Fig. 1: run 1, met1 routing
Supply wires on this layer in grey.
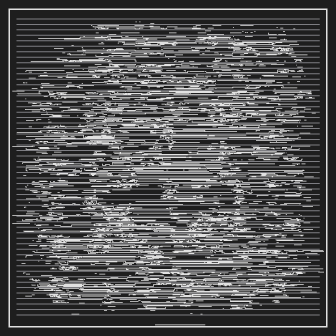
Fig. 2: run 1, signal wires on met2
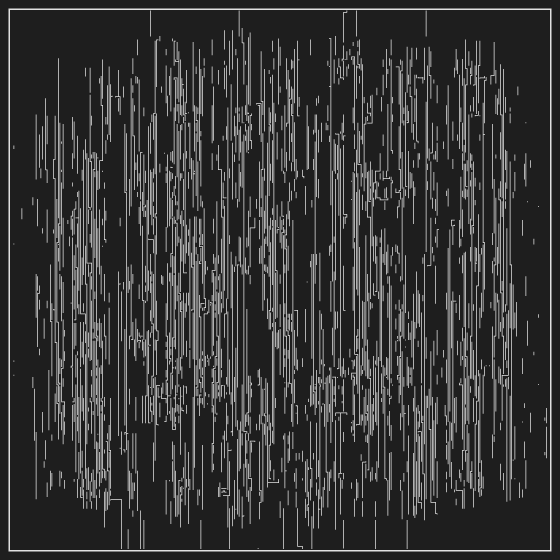
Fig. 3: run 1, metal 3
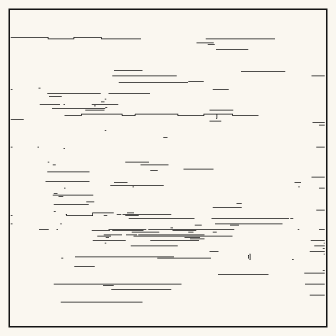
File: src/rtl/ccg_capture_pkg.sv
// Shared types and sizing helpers for the truth-table capture block.
package ccg_capture_pkg;

  localparam int N_IN_DEF   = 4;
  localparam int N_OUT_DEF  = 6;
  localparam int SETTLE_DEF = 1;

  typedef enum logic [1:0] {IDLE, APPLY, SCAN, EMIT} state_e;

  // Number of input vectors swept for an n_in-input circuit.
  function automatic int vec_count(input int n_in);
    return 1 << n_in;
  endfunction

  // Index width for n items, never narrower than one bit.
  function automatic int idx_w(input int n);
    return (n > 1) ? $clog2(n) : 1;
  endfunction

endpackage

File: src/rtl/ccg_truth_table_capture_if.sv
// Column stream from the capture block to the label writer / checker.
interface ccg_truth_table_capture_if import ccg_capture_pkg::*; #(
  parameter int N_IN  = N_IN_DEF,
  parameter int N_OUT = N_OUT_DEF
);
  localparam int NV = vec_count(N_IN);
  localparam int IW = idx_w(N_OUT);

  logic          out_valid;
  logic          out_ready;
  logic [IW-1:0] out_idx;
  logic [NV-1:0] out_table;
  logic          out_const;
  logic          out_dup;
  logic [IW-1:0] out_dup_idx;

  modport master (
    output out_valid, out_idx, out_table, out_const, out_dup, out_dup_idx,
    input  out_ready
  );

  modport slave (
    input  out_valid, out_idx, out_table, out_const, out_dup, out_dup_idx,
    output out_ready
  );
endinterface

File: src/rtl/ccg_truth_table_capture_column_scan.sv
// Classifies one column per enabled cycle (constant / duplicate of a
// lower-indexed column) and keeps the per-column results.
module ccg_column_scan #(
  parameter int N_OUT = 6,
  parameter int NV    = 16,
  parameter int IW    = 3
) (
  input  logic                          clk,
  input  logic                          rst,
  input  logic                          en,
  input  logic [N_OUT-1:0][NV-1:0]      cols,
  input  logic [IW-1:0]                 j,
  output logic [N_OUT-1:0]              const_v,
  output logic [N_OUT-1:0]              dup_v,
  output logic [N_OUT-1:0][IW-1:0]      dup_idx_v
);
  logic [NV-1:0] cur;
  logic          is_const;
  logic          is_dup;
  logic [IW-1:0] dup_idx;

  // Compare column j with every lower column; walk downward so the lowest match wins.
  always_comb begin
    cur      = cols[j];
    is_const = (cur == '0) || (cur == '1);
    is_dup   = 1'b0;
    dup_idx  = '0;
    for (int i = N_OUT - 1; i >= 0; i--) begin
      if ((IW'(i) < j) && (cols[i] == cur)) begin
        is_dup  = 1'b1;
        dup_idx = IW'(i);
      end
    end
  end

  // Record the classification of column j.
  always_ff @(posedge clk or posedge rst) begin
    if (rst) begin
      const_v   <= '0;
      dup_v     <= '0;
      dup_idx_v <= '0;
    end else if (en) begin
      const_v[j]   <= is_const;
      dup_v[j]     <= is_dup;
      dup_idx_v[j] <= dup_idx;
    end
  end
endmodule

File: src/rtl/ccg_truth_table_capture.sv
// Sweeps all input vectors of a combinational circuit, captures its truth
// table, classifies each output column, then streams the columns out.
module ccg_truth_table_capture import ccg_capture_pkg::*; #(
  parameter int N_IN   = N_IN_DEF,
  parameter int N_OUT  = N_OUT_DEF,
  parameter int SETTLE = SETTLE_DEF
) (
  input  logic                       clk,
  input  logic                       rst,
  input  logic                       start,
  output logic                       busy,
  output logic [N_IN-1:0]            vec_o,
  input  logic [N_OUT-1:0]           resp_i,
  ccg_truth_table_capture_if.master  col,
  output logic                       done
);
  localparam int NV = vec_count(N_IN);
  localparam int IW = idx_w(N_OUT);
  localparam int SW = idx_w(SETTLE);
  localparam logic [IW-1:0] LAST_IDX    = IW'(N_OUT - 1);
  localparam logic [SW-1:0] LAST_SETTLE = SW'(SETTLE - 1);

  state_e                   state, state_nxt;
  logic [N_IN:0]            vec_cnt;   // extra MSB flags the wrap past the last vector
  logic [N_IN:0]            vec_inc;
  logic                     last_vec;
  logic [SW-1:0]            settle_cnt;
  logic [IW-1:0]            scan_j;
  logic [IW-1:0]            emit_idx;
  logic [N_OUT-1:0][NV-1:0] cols;
  logic                     sample;
  logic                     scan_en;
  logic                     hs;
  logic [N_OUT-1:0]         const_v, dup_v;
  logic [N_OUT-1:0][IW-1:0] dup_idx_v;

  assign vec_inc  = vec_cnt + 1'b1;
  assign last_vec = vec_inc[N_IN];
  assign vec_o    = vec_cnt[N_IN-1:0];
  assign hs       = col.out_valid && col.out_ready;

  // State register.
  always_ff @(posedge clk or posedge rst) begin
    if (rst) state <= IDLE;
    else     state <= state_nxt;
  end

  // Next-state: start only counts in IDLE, so it cannot queue or restart.
  always_comb begin
    state_nxt = state;
    unique case (state)
      IDLE:    if (start)                          state_nxt = APPLY;
      APPLY:   if (sample && last_vec)             state_nxt = SCAN;
      SCAN:    if (scan_j == LAST_IDX)             state_nxt = EMIT;
      EMIT:    if (hs && (emit_idx == LAST_IDX))   state_nxt = IDLE;
      default:                                     state_nxt = IDLE;
    endcase
  end

  // State-decoded outputs and enables.
  always_comb begin
    busy          = (state != IDLE);
    col.out_valid = (state == EMIT);
    sample        = (state == APPLY) && (settle_cnt == LAST_SETTLE);
    scan_en       = (state == SCAN);
  end

  // Vector/settle/scan/emit counters and the done pulse.
  always_ff @(posedge clk or posedge rst) begin
    if (rst) begin
      vec_cnt    <= '0;
      settle_cnt <= '0;
      scan_j     <= '0;
      emit_idx   <= '0;
      done       <= 1'b0;
    end else begin
      done <= hs && (emit_idx == LAST_IDX);
      if (state == IDLE) begin
        vec_cnt    <= '0;
        settle_cnt <= '0;
      end else if (state == APPLY) begin
        if (sample) begin
          settle_cnt <= '0;
          vec_cnt    <= last_vec ? '0 : vec_inc;
        end else begin
          settle_cnt <= settle_cnt + 1'b1;
        end
      end
      if (scan_en) scan_j   <= (scan_j == LAST_IDX)   ? '0 : scan_j + 1'b1;
      if (hs)      emit_idx <= (emit_idx == LAST_IDX) ? '0 : emit_idx + 1'b1;
    end
  end

  // Capture every output into bit k of its column at the end of the settle window.
  always_ff @(posedge clk or posedge rst) begin
    if (rst) begin
      cols <= '0;
    end else if (sample) begin
      for (int j = 0; j < N_OUT; j++) cols[j][vec_o] <= resp_i[j];
    end
  end

  ccg_column_scan #(.N_OUT(N_OUT), .NV(NV), .IW(IW)) u_scan (
    .clk       (clk),
    .rst       (rst),
    .en        (scan_en),
    .cols      (cols),
    .j         (scan_j),
    .const_v   (const_v),
    .dup_v     (dup_v),
    .dup_idx_v (dup_idx_v)
  );

  // Column stream; payload reads as zero whenever no column is offered.
  always_comb begin
    col.out_idx     = emit_idx;
    col.out_table   = '0;
    col.out_const   = 1'b0;
    col.out_dup     = 1'b0;
    col.out_dup_idx = '0;
    if (state == EMIT) begin
      col.out_table   = cols[emit_idx];
      col.out_const   = const_v[emit_idx];
      col.out_dup     = dup_v[emit_idx];
      col.out_dup_idx = dup_idx_v[emit_idx];
    end
  end
endmodule
File: src/flat_wrapper.sv
// flat-port wrapper written by rule: the top's interface ports become plain ports
module ccg_truth_table_capture_flat import ccg_capture_pkg::*;
#(
  parameter int N_IN   = N_IN_DEF,
  parameter int N_OUT  = N_OUT_DEF,
  parameter int SETTLE = SETTLE_DEF
)
  (clk, rst, start, busy, vec_o, resp_i, done, col_out_valid, col_out_idx, col_out_table, col_out_const, col_out_dup, col_out_dup_idx, col_out_ready);
  ccg_truth_table_capture_if #(.N_IN(N_IN), .N_OUT(N_OUT)) col_i ();
  input  logic clk;
  input  logic rst;
  input  logic start;
  output logic busy;
  output logic [N_IN-1:0] vec_o;
  input  logic [N_OUT-1:0] resp_i;
  output logic done;
  output wire logic [$bits(col_i.out_valid)-1:0] col_out_valid;
  output wire logic [$bits(col_i.out_idx)-1:0] col_out_idx;
  output wire logic [$bits(col_i.out_table)-1:0] col_out_table;
  output wire logic [$bits(col_i.out_const)-1:0] col_out_const;
  output wire logic [$bits(col_i.out_dup)-1:0] col_out_dup;
  output wire logic [$bits(col_i.out_dup_idx)-1:0] col_out_dup_idx;
  input wire logic [$bits(col_i.out_ready)-1:0] col_out_ready;
  assign col_out_valid = col_i.out_valid;
  assign col_out_idx = col_i.out_idx;
  assign col_out_table = col_i.out_table;
  assign col_out_const = col_i.out_const;
  assign col_out_dup = col_i.out_dup;
  assign col_out_dup_idx = col_i.out_dup_idx;
  assign col_i.out_ready = col_out_ready;
  ccg_truth_table_capture #(.N_IN(N_IN), .N_OUT(N_OUT), .SETTLE(SETTLE)) u_core (.clk(clk), .rst(rst), .start(start), .busy(busy), .vec_o(vec_o), .resp_i(resp_i), .col(col_i), .done(done));
endmodule
File: config.mk
export PLATFORM = sky130hd
export DESIGN_NAME = ccg_truth_table_capture_flat
export DESIGN_NICKNAME = d
export VERILOG_FILES = /design/src/rtl/ccg_capture_pkg.sv /design/src/rtl/ccg_truth_table_capture_if.sv /design/src/rtl/ccg_truth_table_capture_column_scan.sv /design/src/rtl/ccg_truth_table_capture.sv /design/src/flat_wrapper.sv
export SDC_FILE = /design/constraint.sdc
export NUM_CORES = 1
export LEC_CHECK = 0
export CELL_PAD_IN_SITES_DETAIL_PLACEMENT = 0
export CELL_PAD_IN_SITES_GLOBAL_PLACEMENT = 1
export CORE_MARGIN = 3
export CORE_UTILIZATION = 40
export CTS_BUF_LIST = sky130_fd_sc_hd__clkbuf_16
export CTS_CLUSTER_DIAMETER = 30
export CTS_CLUSTER_SIZE = 30
export DETAILED_ROUTE_END_ITERATION = 10
export HOLD_SLACK_MARGIN = 0.05
export PLACE_DENSITY_LB_ADDON = 0.1
export SLEW_MARGIN = 20
export SYNTH_ARGS = -nofsm -noshare
export SYNTH_HDL_FRONTEND = slang
export SYNTH_SLANG_ARGS = --single-unit
File: constraint.sdc
create_clock -name clk -period 13.85 [get_ports clk]
set_input_delay 2.0775 -clock clk [delete_from_list [all_inputs] [get_ports clk]]
set_output_delay 2.0775 -clock clk [all_outputs]
set_load 0.02 [all_outputs]
==> results.toml, run 1 <==
# physical design summary
[run_status]
status = "complete, no violations"

[final_layout]
antenna_cells = 0
inverters = 35
nClkBuffers = 17
clock_cell_area_share_pct = 5.40
final_util_pct = 46.6
area_growth_pct = 13.2
nFillCells = 2066
final-comb-area_mm2 = 0.00523
nonClockBufferCount = 55
buf_share_pct = 4.99
top_register = "u_core.cols"
largest_register_ffs = 96
final_nets = 902
seqCellArea_mm2 = 0.00351
comb_share_pct = 50.8
layout.comb_gates.multi_input = 633
drive_above_1_share_pct = 22.7
layout_top_cell = "dfrtp_1"
dominant_cells = "logic gates"
postLayoutCellArea_mm2 = 0.0103
seq_share_pct = 34.1
seq_cells = 140
top_regs = "u_core.cols: 96 flops, u_core.u_scan.dup_idx_v: 18 flops"

[min_path]
holdPathStages = 2
min_to = "u_core.u_scan.dup_v[3]"
min_from = "u_core.u_scan.dup_v[3]"

[clock_network]
clock-sinks = 140
htreeDepth = 4
cts_tree = "yes"
cts_buffers = 17
ctsRootBufferMaster = "clkbuf_16"
post_cts.repair.setup_buffers = 0
path_clk_slew_ns = 0.07
clk_latency_ns = 0.43
hold_buffers = 0

[logic_synthesis]
most_common_cell = "dfrtp_1"
postSynthSeqShare_pct = 38.5
ys_top_logic_family = "multiplexers"
largest_area_cell = "dfrtp_1"
synth_cell_types = 66
top_area_share_pct = 38.5
syn_inst = 864
adder_share_pct = 1.38
ys_sh_aoi_pct = 10.6
yosys-stat-area_mm2 = 0.00909
xor_area_share_pct = 7.23
edf_count = 0
synth-main-ff-cell = "dfrtp_1"
syn_area_per_cell_um2 = 10.5
syn_area_mm2 = 0.00909
topCellsByArea = "dfrtp_1 (39%), mux2_2 (15%), mux4_2 (5.2%), mux2i_1 (4.2%), xnor2_1 (3.9%)"
ys_sh_mux_pct = 24.7
synth_warnings = 0
syn_nets = 884
ys_cells = 864
synth_flop_count = 140
simple_gate_share_pct = 13.6
ys_async_sr_fraction_pct = 100

[power]
power-top-group = "combinational cells"
sw_frac_of_total_pct = 46.2
p_comb_share_pct = 57.0
pwr-share-seq_pct = 25.1
fin_total_pwr_mw = 2.45
combinationalPower_mw = 1.40
power.density_mw_per_mm2 = 238
ir_drop_v = 0.000104
p_sw_mw = 1.13
p_seq_mw = 0.616
leakagePower_nw = 4.13
pwr-share-clk_pct = 17.9
internal_power_mw = 1.32
clock_power_mw = 0.438

[worst_setup_path]
path_class = "reg -> out"
worstPathRequired_ns = 11.77
path_cells = "buf_4 > mux4_2 > inv_1 > o22ai_1 > and2_1 > clkdlybuf4s50_1"
crit_family = "buffers and inverters"
crit_path_start_kind = "flop"
r2r-start = "u_core.scan_j[1]"
crit_buf_inv = 3
cpPeakStageDelay_ns = 0.67
r2r.worst_path.cells = 9
endpoint_kind = "output pin"
worst-path-stages = 6
cp.arrival_ns = 2.98
critPathLaunch = "u_core.col.out_idx[0]"
crit_end = "col_out_table[2]"
r2r_slack_ns = 9.63
r2r-end = "u_core.u_scan.dup_idx_v[17]"
critPathSlowestCell = "buf_4"

[floorplan]
nWellTaps = 280
dieArea_mm2 = 0.0246
core-area_mm2 = 0.0221
core_util_floorplan_pct = 41.1
die_x_um = 157
die_h_um = 157
io_pins = 41
num_rows = 54

[route]
ant_nets = 0
wire_per_inst_um = 25.6
drc = 0
top_layer = "met4"
vias_per_cell = 5.98
detail_route.wirelength_um = 30100
route.met2.wl_um = 13700
wl_met1_um = 14300
drt-pass1-iter-count = 5
drt-initial-drc-count = 611
wl_met3_um = 1490

[job]
maxCapViolCount = 0

[grt]
use_met3_pct = 3.79
grt-ovfl-total = 0
grt_pass1_wl_um = 46000
grt_busiest_layer = "met2"
grt_pass1_vias = 7239
antenna_found_initial = 0
grtUsageMet2_pct = 38.9
grt_max_degree = 79
met1_usage_pct = 36.9
grt.total_usage_pct = 25.1

[timing]
hold_violations = 0
setup_ws_ns = 8.80
period_used_pct = 36.5
max-slew-margin-rel_pct = 25.7
worst_slew_pin_slew_ns = 1.11
rsz0062_at_grt = "no"
hold_ws_ns = 0.487
setup-tns-final_ns = 0
fmax_ghz = 0.198
finalMaxSlewViolations = 0
setup_viol = 0
period_needed_ns = 5.05

[place]
port_buffers = 40
dp_slack_ns = 9.23
placed_cells = 1143
place_area_mm2 = 0.00973
place_congestion = 0.895
place.detailed.hpwl_um = 21500
-- Fig. 1 (at the start) --
share of all routed wire = 48%
longest straight run = 59.8 um
nets with wire on the layer = 835

-- Fig. 2 (at the start) --
wire length on this layer = 13700 um
longest straight run = 98.9 um

-- Fig. 3 (at the start) --
main direction = horizontal
wire length on this layer = 1490 um
nets with wire on the layer = 86
share of all routed wire = 4.9%

==> run 2: changes to the inputs <==
==> constraint.sdc (replaced) <==
create_clock -name clk -period 4.69 [get_ports clk]
set_input_delay 0.7035 -clock clk [delete_from_list [all_inputs] [get_ports clk]]
set_output_delay 0.7035 -clock clk [all_outputs]
set_load 0.02 [all_outputs]
Fig. 4: run 2, signal wires on met2
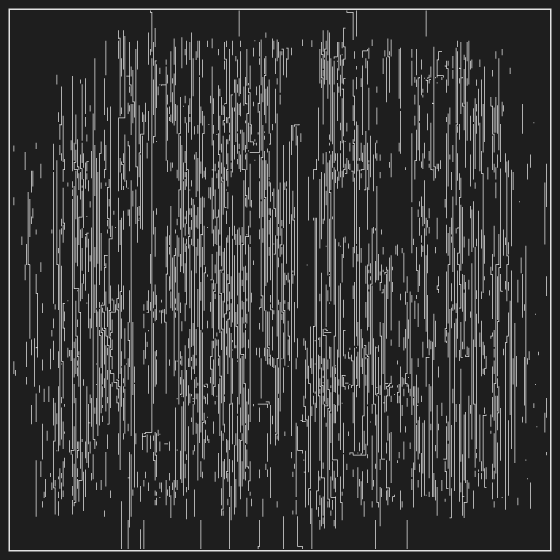
main direction = vertical
wire length on this layer = 14000 um
nets with wire on the layer = 799

Fig. 5: run 2, metal 3
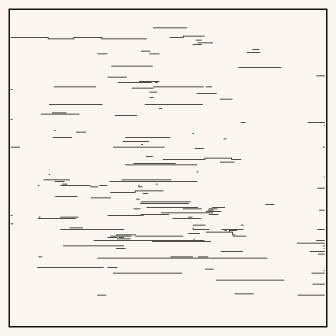
share of all routed wire = 5.1%
main direction = horizontal

==> run 2 against run 1 <==
Utilization rose by 0.43 points. Sequential power rose to 3.2 times the previous value. Register-to-register slack worse by 8.9 ns. Die area is the same. Largest cell class unchanged. Largest power group unchanged.
==> results.toml, run 2 <==
# physical design summary
[run_status]
status = "complete, no violations"

[final_layout]
seq_share_pct = 33.8
final_nets = 909
area_growth_pct = 14.2
largest_register_ffs = 96
nFillCells = 2105
buf_share_pct = 5.59
comb_share_pct = 50.3
seq_cells = 140
dominant_cells = "logic gates"
final_util_pct = 47.0
postLayoutCellArea_mm2 = 0.0104
drive_above_1_share_pct = 22.6
antenna_cells = 0
top_register = "u_core.cols"
seqCellArea_mm2 = 0.00351
layout.comb_gates.multi_input = 633
layout_top_cell = "dfrtp_1"
inverters = 35
nonClockBufferCount = 62
final-comb-area_mm2 = 0.00523
nClkBuffers = 17
clock_cell_area_share_pct = 5.62
top_regs = "u_core.cols: 96 flops, u_core.u_scan.dup_idx_v: 18 flops"

[logic_synthesis]
synth-main-ff-cell = "dfrtp_1"
topCellsByArea = "dfrtp_1 (39%), mux2_2 (15%), mux4_2 (5.2%), mux2i_1 (4.2%), xnor2_1 (3.9%)"
ys_sh_mux_pct = 24.7
ys_cells = 864
yosys-stat-area_mm2 = 0.00909
simple_gate_share_pct = 13.6
syn_inst = 864
syn_area_mm2 = 0.00909
postSynthSeqShare_pct = 38.5
synth_warnings = 0
xor_area_share_pct = 7.23
top_area_share_pct = 38.5
ys_top_logic_family = "multiplexers"
syn_nets = 884
ys_sh_aoi_pct = 10.6
synth_cell_types = 66
largest_area_cell = "dfrtp_1"
most_common_cell = "dfrtp_1"
adder_share_pct = 1.38
syn_area_per_cell_um2 = 10.5

[clock_network]
path_clk_slew_ns = 0.07
ctsRootBufferMaster = "clkbuf_16"
post_cts.repair.setup_buffers = 0
clock-sinks = 140
clockBufferDepth = 2
htreeDepth = 4
clk_latency_ns = 0.43
hold_buffers = 0
cts_buffers = 17

[timing]
setup_viol = 0
rsz0062_at_grt = "no"
finalMaxSlewViolations = 0
period_needed_ns = 3.99
hold_violations = 0
setup-tns-final_ns = 0
hold_ws_ns = 0.491
worst_slew_pin_slew_ns = 1.10
period_used_pct = 85.1
max-slew-margin-rel_pct = 26.7

[worst_setup_path]
r2r.worst_path.cells = 8
crit_end = "u_core.u_scan.dup_v[5]"
critPathLaunch = "u_core.scan_j[0]"
cp.arrival_ns = 4.30
cpPeakStageDelay_ns = 0.94
r2r-end = "u_core.u_scan.dup_v[5]"
r2r-start = "u_core.scan_j[0]"
path_class = "reg -> reg"
crit_path_start_kind = "flop"
crit_buf_inv = 0
endpoint_kind = "flop"
critPathSlowestCell = "dfrtp_2"
r2r_slack_ns = 0.70
crit_family = "AND-OR/OR-AND gates"
worstPathRequired_ns = 5.00
path_cells = "mux2_2 > a222oi_1 > xnor2_1 > a2111oi_0 > and4_1 > and3_1 > or4_1 > o22a_1"

[route]
wl_met3_um = 1550
drt-initial-drc-count = 590
detail_route.wirelength_um = 30500
vias_per_cell = 6.10
top_layer = "met4"
route.met2.wl_um = 14000
ant_nets = 0
drc = 0
wire_per_inst_um = 25.8
drt-pass1-iter-count = 7
wl_met1_um = 14400

[min_path]
min_from = "u_core.u_scan.dup_idx_v[11]"
holdPathStages = 1
min_to = "u_core.u_scan.dup_idx_v[11]"

[power]
power.density_mw_per_mm2 = 712
power-top-group = "combinational cells"
leakagePower_nw = 4.20
internal_power_mw = 4.06
pwr-share-clk_pct = 18.5
sw_frac_of_total_pct = 45.1
pwr-share-seq_pct = 26.4
p_sw_mw = 3.34
fin_total_pwr_mw = 7.39
p_comb_share_pct = 55.1
p_seq_mw = 1.95
clock_power_mw = 1.37
combinationalPower_mw = 4.08
ir_drop_v = 0.000493

[grt]
met1_usage_pct = 37.6
grt_max_degree = 77
use_met3_pct = 3.71
grt_pass1_vias = 7207
grt.total_usage_pct = 25.5
grtUsageMet2_pct = 39.3
antenna_found_initial = 0
grt-ovfl-total = 0
grt_busiest_layer = "met2"

[floorplan]
core-area_mm2 = 0.0221
die_h_um = 157
io_pins = 41
core_util_floorplan_pct = 41.1
num_rows = 54
nWellTaps = 280
dieArea_mm2 = 0.0246
die_x_um = 157

[place]
place_congestion = 0.957
place.detailed.hpwl_um = 22800
placed_cells = 1147
dp_slack_ns = 0.798

[job]
maxCapViolCount = 0
==> run 3: changes to the inputs <==
--- a/config.mk
+++ b/config.mk
@@ -5,8 +5,6 @@
 export SDC_FILE = /design/constraint.sdc
 export NUM_CORES = 1
 export LEC_CHECK = 0
-export CELL_PAD_IN_SITES_DETAIL_PLACEMENT = 0
-export CELL_PAD_IN_SITES_GLOBAL_PLACEMENT = 1
 export CORE_MARGIN = 3
 export CORE_UTILIZATION = 40
 export CTS_BUF_LIST = sky130_fd_sc_hd__clkbuf_16
@@ -14,7 +12,6 @@
 export CTS_CLUSTER_SIZE = 30
 export DETAILED_ROUTE_END_ITERATION = 10
 export HOLD_SLACK_MARGIN = 0.05
-export PLACE_DENSITY_LB_ADDON = 0.1
 export SLEW_MARGIN = 20
 export SYNTH_ARGS = -nofsm -noshare
 export SYNTH_HDL_FRONTEND = slang
Fig. 6: run 3, the metal 4 layer
Bar = 50 um. Supply wires on this layer in grey.
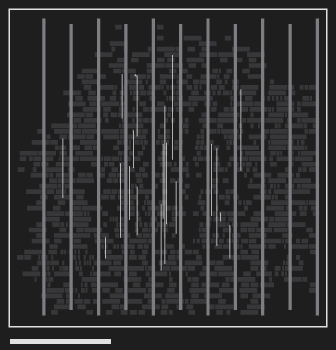
share of all routed wire = 2.2%
nets with wire on the layer = 15
longest straight run = 78.2 um
wire length on this layer = 608 um

Fig. 7: run 3, clock nets
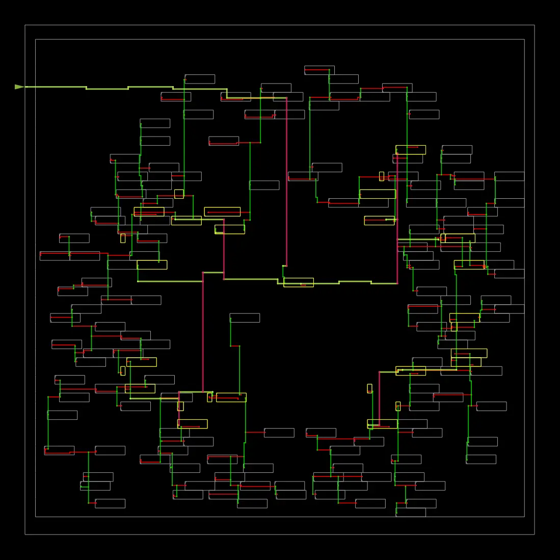
CTS buffer count: 17
FFs & Latches: 140
CLK BUF: 17
CTS sink cnt: 140

==> run 3 against run 2 <==
Flip-flop count did not move. Synthesized area unchanged. Critical path type unchanged. Non-clock buffer count shrank 3.
==> results.toml, run 3 <==
# physical design summary
[floorplan]
io_pins = 41
num_rows = 54
dieArea_mm2 = 0.0246
die_x_um = 157
core-area_mm2 = 0.0221
core_util_floorplan_pct = 41.1
nWellTaps = 280
die_h_um = 157

[final_layout]
antenna_cells = 0
seq_share_pct = 33.9
layout_top_cell = "dfrtp_1"
nFillCells = 2084
final-comb-area_mm2 = 0.00523
top_regs = "u_core.cols: 96 flops, u_core.u_scan.dup_idx_v: 18 flops"
drive_above_1_share_pct = 22.1
clock_cell_area_share_pct = 5.41
final_nets = 906
inverters = 35
area_growth_pct = 13.8
largest_register_ffs = 96
top_register = "u_core.cols"
layout.comb_gates.multi_input = 633
postLayoutCellArea_mm2 = 0.0103
dominant_cells = "logic gates"
buf_share_pct = 5.45
final_util_pct = 46.8

[grt]
met1_usage_pct = 33.6
use_met3_pct = 5.06
grtUsageMet2_pct = 35.4
grt-ovfl-total = 0
grt.total_usage_pct = 23.3
grt_pass1_vias = 6805
grt_busiest_layer = "met2"
grt_max_degree = 75
antenna_found_initial = 0

[run_status]
status = "complete, no violations"

[timing]
period_needed_ns = 3.93
finalMaxSlewViolations = 0
max-slew-margin-rel_pct = 25.0
worst_slew_pin_slew_ns = 1.13
setup_viol = 0
setup-tns-final_ns = 0
period_used_pct = 83.9
hold_ws_ns = 0.481
hold_violations = 0

[worst_setup_path]
worstPathRequired_ns = 5.01
r2r-end = "u_core.u_scan.dup_idx_v[17]"
path_cells = "mux2_2 > a222oi_1 > xnor2_1 > a2111oi_0 > and4_1 > and3_1 > nor4_2 > a22o_1"
r2r_slack_ns = 0.76
cpPeakStageDelay_ns = 0.98
crit_buf_inv = 0
r2r-start = "u_core.scan_j[1]"
critPathLaunch = "u_core.scan_j[1]"
r2r.worst_path.cells = 8
crit_path_start_kind = "flop"
path_class = "reg -> reg"
cp.arrival_ns = 4.25
endpoint_kind = "flop"
crit_family = "AND-OR/OR-AND gates"
crit_end = "u_core.u_scan.dup_idx_v[17]"

[power]
p_seq_mw = 1.88
fin_total_pwr_mw = 7.27
sw_frac_of_total_pct = 44.4
combinationalPower_mw = 4.07
power-top-group = "combinational cells"
leakagePower_nw = 4.17
power.density_mw_per_mm2 = 703
clock_power_mw = 1.32
ir_drop_v = 0.000328
pwr-share-seq_pct = 25.8
p_sw_mw = 3.23
pwr-share-clk_pct = 18.1

[logic_synthesis]
syn_area_mm2 = 0.00909
syn_nets = 884
adder_share_pct = 1.38
ys_sh_aoi_pct = 10.6
top_area_share_pct = 38.5
syn_inst = 864
synth_cell_types = 66
simple_gate_share_pct = 13.6
most_common_cell = "dfrtp_1"
ys_sh_mux_pct = 24.7
xor_area_share_pct = 7.23
synth_warnings = 0
syn_area_per_cell_um2 = 10.5
synth-main-ff-cell = "dfrtp_1"
ys_top_logic_family = "multiplexers"
yosys-stat-area_mm2 = 0.00909
largest_area_cell = "dfrtp_1"

[route]
drc = 0
drt-initial-drc-count = 574
wl_met1_um = 13100
wire_per_inst_um = 23.7
vias_per_cell = 6.01
route.met2.wl_um = 12600
detail_route.wirelength_um = 27900
drt-pass1-iter-count = 7
wl_met3_um = 1580

[min_path]
holdPathStages = 2
min_from = "u_core.u_scan.const_v[3]"

[place]
place_congestion = 0.998
place.detailed.hpwl_um = 20300
placed_cells = 1146

[clock_network]
path_clk_slew_ns = 0.06
htreeDepth = 4
ctsRootBufferMaster = "clkbuf_16"
clockBufferDepth = 2
clk_latency_ns = 0.43
hold_buffers = 0
post_cts.repair.setup_buffers = 0

[job]
maxCapViolCount = 0
Power is estimated from default activity; no workload was simulated.
